--- config.mk ---
export PLATFORM = sky130hd
export DESIGN_NAME = wm8731_cfg_seq
export DESIGN_NICKNAME = d
export VERILOG_FILES = /design/src/rtl/wm8731_cfg_seq.sv
export SDC_FILE = /design/constraint.sdc
export NUM_CORES = 1
export LEC_CHECK = 0
export ABC_CLOCK_PERIOD_IN_PS = 5400
export CAP_MARGIN = 5
export CORE_AREA = 2 2 66 68
export CTS_BUF_LIST = sky130_fd_sc_hd__clkbuf_4 sky130_fd_sc_hd__clkbuf_8 sky130_fd_sc_hd__clkbuf_16
export CTS_CLUSTER_DIAMETER = 30
export CTS_CLUSTER_SIZE = 14
export DETAILED_ROUTE_END_ITERATION = 7
export DIE_AREA = 0 0 68 70
export HOLD_SLACK_MARGIN = 0.12
export PLACE_DENSITY_LB_ADDON = 0.12
export SYNTH_ARGS = -nofsm -noshare
export SYNTH_HDL_FRONTEND = slang
export SYNTH_SLANG_ARGS = --single-unit
--- constraint.sdc ---
create_clock -name clk_clk -period 5.4 [get_ports clk_clk]
set_input_delay 0.81 -clock clk_clk [delete_from_list [all_inputs] [get_ports clk_clk]]
set_output_delay 0.81 -clock clk_clk [all_outputs]
set_load 0.03 [all_outputs]
--- src/rtl/wm8731_cfg_seq.sv ---
// wm8731_cfg_seq: writes the 11-entry WM8731 setup table over SCLK/SDAT.
// Define WM8731_CFG_RETRY_EN to retry a NACKed entry up to 3 times.
module wm8731_cfg_seq #(
    parameter int unsigned CLK_HZ     = 50000000,
    parameter int unsigned I2C_HZ     = 100000,
    parameter logic [6:0]  DEV_ADDR   = 7'h1A,
    parameter bit          AUTO_START = 1'b1
) (
    input  logic       clk_clk,
    input  logic       resetxd_reset_n,
    input  logic       start,
    output logic       i2c_sclk,
    output logic       sdat_oe,
    input  logic       sdat_in,
    output logic       busy,
    output logic       done,
    output logic       ack_err,
    output logic [3:0] reg_index
);
    localparam int unsigned QDIV = CLK_HZ / (4 * I2C_HZ);
    localparam int unsigned QW   = (QDIV > 1) ? $clog2(QDIV) : 1;
    localparam logic [QW-1:0] QLAST = QW'(QDIV - 1);

    typedef enum logic [2:0] {
        S_IDLE,
        S_START,
        S_SHIFT,
        S_ACK,
        S_STOP,
        S_GAP,
        S_FINISH
    } state_t;

    state_t        state;
    state_t        state_nx;
    logic [QW-1:0] qcnt;
    logic [1:0]    q;
    logic [2:0]    bitn;
    logic [1:0]    byten;
    logic          fail;
    logic          auto_pend;
    logic          qend;
    logic          samp;
    logic          bend;
    logic          launch;
    logic          give_up;
    logic          last_entry;
    logic [15:0]   entry;
    logic [7:0]    tx_byte;
    logic          tx_bit;

    assign qend       = (qcnt == QLAST);
    assign samp       = qend && (q == 2'd2);
    assign bend       = qend && (q == 2'd3);
    assign launch     = start || auto_pend;
    assign last_entry = (reg_index == 4'd10);

`ifdef WM8731_CFG_RETRY_EN
    logic [1:0] rty;

    always_ff @(posedge clk_clk) begin
        if (!resetxd_reset_n) begin
            rty <= 2'd0;
        end else if (state == S_IDLE && launch) begin
            rty <= 2'd0;
        end else if (state == S_GAP && bend) begin
            rty <= fail ? rty + 2'd1 : 2'd0;
        end
    end

    assign give_up = fail && (rty == 2'd3);
`else
    assign give_up = fail;
`endif

    // {reg[6:0], data[8:0]}
    always_comb begin
        entry = 16'h0000;
        case (reg_index)
            4'd0:    entry = {7'd15, 9'h000};
            4'd1:    entry = {7'd0,  9'h017};
            4'd2:    entry = {7'd1,  9'h017};
            4'd3:    entry = {7'd2,  9'h079};
            4'd4:    entry = {7'd3,  9'h079};
            4'd5:    entry = {7'd4,  9'h012};
            4'd6:    entry = {7'd5,  9'h000};
            4'd7:    entry = {7'd6,  9'h000};
            4'd8:    entry = {7'd7,  9'h042};
            4'd9:    entry = {7'd8,  9'h000};
            4'd10:   entry = {7'd9,  9'h001};
            default: entry = 16'h0000;
        endcase
    end

    always_comb begin
        tx_byte = entry[7:0];
        case (byten)
            2'd0:    tx_byte = {DEV_ADDR, 1'b0};
            2'd1:    tx_byte = entry[15:8];
            default: tx_byte = entry[7:0];
        endcase
    end

    assign tx_bit = tx_byte[3'd7 - bitn];

    always_ff @(posedge clk_clk) begin
        if (!resetxd_reset_n) begin
            state <= S_IDLE;
        end else begin
            state <= state_nx;
        end
    end

    always_comb begin
        state_nx = state;
        unique case (state)
            S_IDLE:   if (launch) state_nx = S_START;
            S_START:  if (bend) state_nx = S_SHIFT;
            S_SHIFT:  if (bend && bitn == 3'd7) state_nx = S_ACK;
            S_ACK: begin
                if (bend) begin
                    state_nx = (fail || byten == 2'd2) ? S_STOP : S_SHIFT;
                end
            end
            S_STOP:   if (bend) state_nx = give_up ? S_IDLE : S_GAP;
            S_GAP: begin
                if (bend) begin
                    state_nx = (!fail && last_entry) ? S_FINISH : S_START;
                end
            end
            S_FINISH: state_nx = S_IDLE;
            default:  state_nx = S_IDLE;
        endcase
    end

    always_comb begin
        i2c_sclk = 1'b1;
        sdat_oe  = 1'b0;
        unique case (state)
            S_START: begin
                i2c_sclk = (q != 2'd3);
                sdat_oe  = q[1];
            end
            S_SHIFT: begin
                i2c_sclk = q[1];
                sdat_oe  = !tx_bit;
            end
            S_ACK: i2c_sclk = q[1];
            S_STOP: begin
                i2c_sclk = (q != 2'd0);
                sdat_oe  = (q != 2'd3);
            end
            default: begin
                i2c_sclk = 1'b1;
                sdat_oe  = 1'b0;
            end
        endcase
    end

    always_ff @(posedge clk_clk) begin
        if (!resetxd_reset_n) begin
            qcnt      <= '0;
            q         <= 2'd0;
            bitn      <= 3'd0;
            byten     <= 2'd0;
            fail      <= 1'b0;
            auto_pend <= AUTO_START;
            busy      <= 1'b0;
            done      <= 1'b0;
            ack_err   <= 1'b0;
            reg_index <= 4'd0;
        end else begin
            if (state == S_IDLE) begin
                qcnt <= '0;
                q    <= 2'd0;
                if (launch) begin
                    auto_pend <= 1'b0;
                    busy      <= 1'b1;
                    done      <= 1'b0;
                    ack_err   <= 1'b0;
                    reg_index <= 4'd0;
                end
            end else if (state != S_FINISH) begin
                qcnt <= qend ? '0 : qcnt + QW'(1);
                if (qend) q <= q + 2'd1;
            end
            if (state == S_START) begin
                bitn  <= 3'd0;
                byten <= 2'd0;
                fail  <= 1'b0;
            end
            if (state == S_SHIFT && bend) bitn <= bitn + 3'd1;
            if (state == S_ACK && samp) fail <= sdat_in;
            if (state == S_ACK && bend) byten <= byten + 2'd1;
            if (state == S_STOP && bend && give_up) begin
                ack_err <= 1'b1;
                busy    <= 1'b0;
            end
            // a failed entry keeps its index so it is retried
            if (state == S_GAP && bend && !fail) begin
                if (last_entry) begin
                    done <= 1'b1;
                    busy <= 1'b0;
                end else begin
                    reg_index <= reg_index + 4'd1;
                end
            end
        end
    end

endmodule

==> impl_metrics.toml <==
# synthesis and place-and-route metrics
[worst_setup_path]
crit_start = "state[1]"
crit_end = "sdat_oe"
rr_startpoint = "state[0]"
cp-start-kind = "flop"
crit_slowest_cell = "dfxtp_1"
crit_buf_inv = 1
worstPathArrival_ns = 2.65
path_depth = 4
worstReg2RegEnd = "entry[6]"
crit_fanout = 19
regToRegSetupSlack_ns = 2.59
slowest_delay_ns = 0.69
cp-end-kind = "primary output"
path_class = "flop to primary output"
required_ns = 4.59
crit_chain = "or3b_2 -> a2111oi_0 -> a311o_1 -> clkdlybuf4s50_1"
path_delay_family = "flip-flops"

[logic_synthesis]
yosys.area.top_type = "dfxtp_1"
most_common_cell = "dfxtp_1"
async_flop_share = 0
syn_area_mm2 = 0.002130
yosysUniqueCellTypes = 54
synth_nets = 275
edf_count = 0
yosysChipArea_mm2 = 0.002130
ff_type = "dfxtp_1"
ys_top_cells_by_count = "36 x dfxtp_1, 31 x nor2_1, 18 x nand2_1"
yosys_cells = 254
ys_seq_frac = 0.3384
synthTopCellsByArea = "dfxtp_1 34%, ha_1 10%, nor2_1 5.5%"
top_cell_area_share = 0.3384
avgSynthCellArea_um2 = 8.384
ys_seq_elements = 36
netlist_instances = 254
yosys_warnings = 0

[pwr]
seq-power_uw = 343
power_leader = "sequential cells"
clock_power_uw = 208
power_frac_clock = 0.248
power_density_mw_per_mm2 = 354.9
leakagePower_uw = 0.0009029
switching_share = 0.3792
internal_power_uw = 520.5
switchingPower_uw = 317.9
seq_power_share = 0.410
combPwrFrac = 0.342
ir_drop_mv = 0.2238
powerComb_uw = 287

[timing]
fin_crit_sh = 0.6416
tightest_slew_ns = 0.6979
report.final.slew_viol_count = 0
fmax_ghz = 0.2886
fin_worst_skew_ns = 0.008186
period_minus_slack_ns = 3.465
slew_headroom = 0.5347
final_hold_viol_count = 0
rsz0062_at_grt = "false"
setup_viol = 0
tns_ns = 0

[routing]
drc = 0
final_antenna_net_count = 0
drt-initial-drc-count = 89
first_pass_iters = 4
wire_per_inst_um = 14.55
vias = 1818
wl_um = 4568

[finish]
seq_cell_count = 36
nFillCells = 419
inverters = 15
comb_area_mm2 = 0.001304
clk_share = 0.04078
largest_reg_flops = 10
layout.nets = 283
layout_top_cells = "36 x dfxtp_1, 31 x nor2_1, 18 x nand2_1"
largestClassByArea = "logic gates"
sh_comb_area = 0.5519
areaGrowthSynthToFinish_pct = 10.93
buf_share = 0.05085
clock_buffers = 7
seqCellArea_um2 = 720.7
seq_share = 0.3051
logic_gate_count = 192
nNonClkBuffers = 12
layout_top_cell = "dfxtp_1"
design_area_mm2 = 0.002362
n_antenna_cell = 0

[floorplan]
rows = 24
design.core.area_mm2 = 0.004144
tap_cells = 52
die_w_um = 68
fp.dieArea_mm2 = 0.004760
ioPinCount = 13
fp.dieH_um = 70
core_util_floorplan = 0.5139

[clocking]
path_clk_slew_ns = 0.07
cts_setup_buffers = 0
htreeDepth = 2
clock_path_buffers = 2
cts_resized = 0
cts_hold_buffers = 0
cts_tree = "yes"
cts_root_buf = "clkbuf_8"

[global_route]
use_met3 = 0.04992
grt_pass1_wl_um = 7962
grt_util_met2 = 0.3376
antenna_found_initial = 0
grt.overflow.total = 0
busiest_layer = "met2"
grt_start_max_net_pins = 22
grt_pass1_vias = 1717
track_usage = 0.2204

[outcome]
status = "finished clean"

[placement]
gp_congestion = 0.7857
portBuffers = 12
placed_area_mm2 = 0.002266
dp_hpwl_um = 3360

[run]
log.warning_count = 35
cap_violations = 0

[hold_path]
min_from = "auto_pend"
hold_depth = 2
hold_end = "auto_pend"
hold_class = "flop to flop"
==> per-stage QoR <==
step,std cells,util,setup slack (ns),power (uW),hold WS [ns]
after floorplan,254,-,2.924,567.6,0.4229
after global placement,307,0.5468,2.291,636.3,0.4492
after detailed placement,307,0.5468,2.274,635.4,0.4488
after CTS,314,0.5700,1.956,844.3,0.4601
after global routing,314,0.5700,1.685,895.6,0.5064
final,314,0.5700,1.935,838.4,0.4526
==> cell families after synthesis <==
kind of cell,synth area share
and+or+nand+nor,0.2509
adders and majority gates,0.09988
AOI/OAI and AO/OA,0.2056
buffers and inverters,0.04935
DFF,0.3384
muxes,0.03114
xor gates and xnor gates,0.02468
==> layer usage <==
layer | wire (um) | share of wire
met1 | 2284 | 0.50
met2 | 2052 | 0.45
met3 | 148 | 0.032
met4 | 82 | 0.018
met5 | 0 | 0
Fig. 1: the clock network
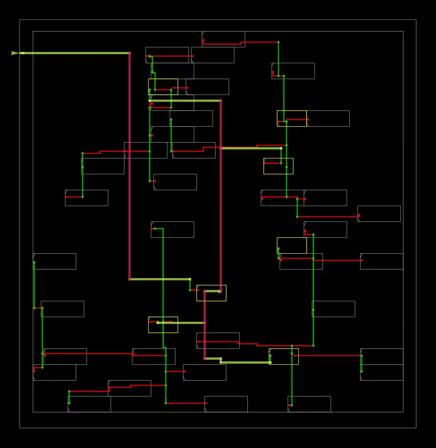
Clock Latency Late Sink: 0.29 ns
clock tree sinks: 36
TritonCTS Buffers: 5

Fig. 2: metal 2
(6 px per um)
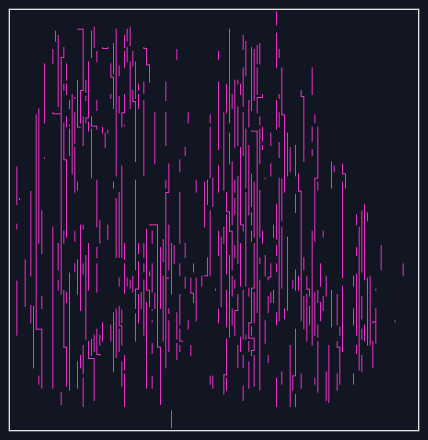
longest straight run	39.5 um
share of all routed wire	45%
wire length on this layer	2050 um
nets with wire on the layer	231

Fig. 3: PDN straps and rails
(6 px per um) Pins as bars on the die edge.
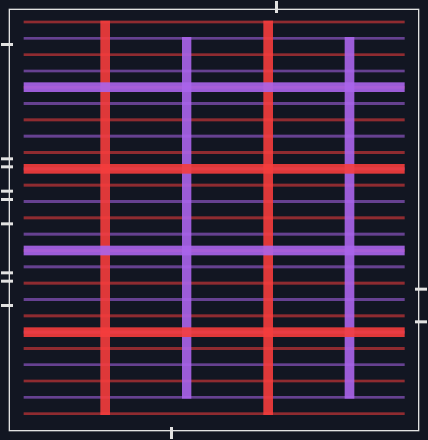
net	colour
VSS	red
VDD	purple
met5 straps	4
rows	24
signal pins	13
met4 straps	4

Fig. 4: placement density heat map
(6 px per um) 7 x 7 tiles, from black (low) to pale yellow (high), 0 to 100% covered.
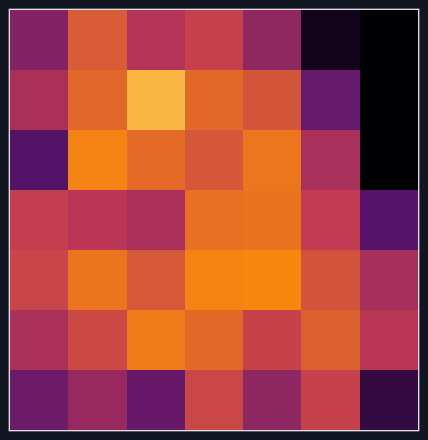
mean over tiles	48%
emptiest ninth of the die	upper right
densest ninth of the die	centre
tiles over 75% full	2.0%

Fig. 5: where the registers sit
(6 px per um) Other sequential cells in the stronger grey, the rest of the logic in the fainter grey.
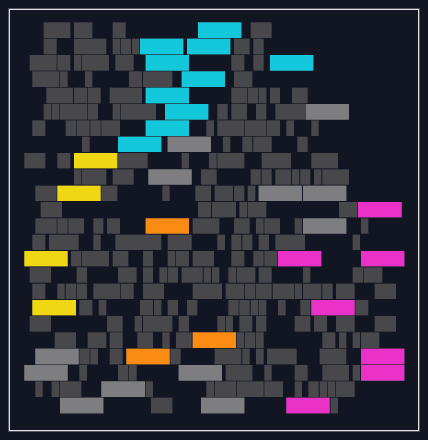
netlist name	colour	sequential cells
entry	cyan	10
state	orange	3
qcnt	magenta	7
reg_index	yellow	4
not coloured	12

Power is estimated from default activity; no workload was simulated.
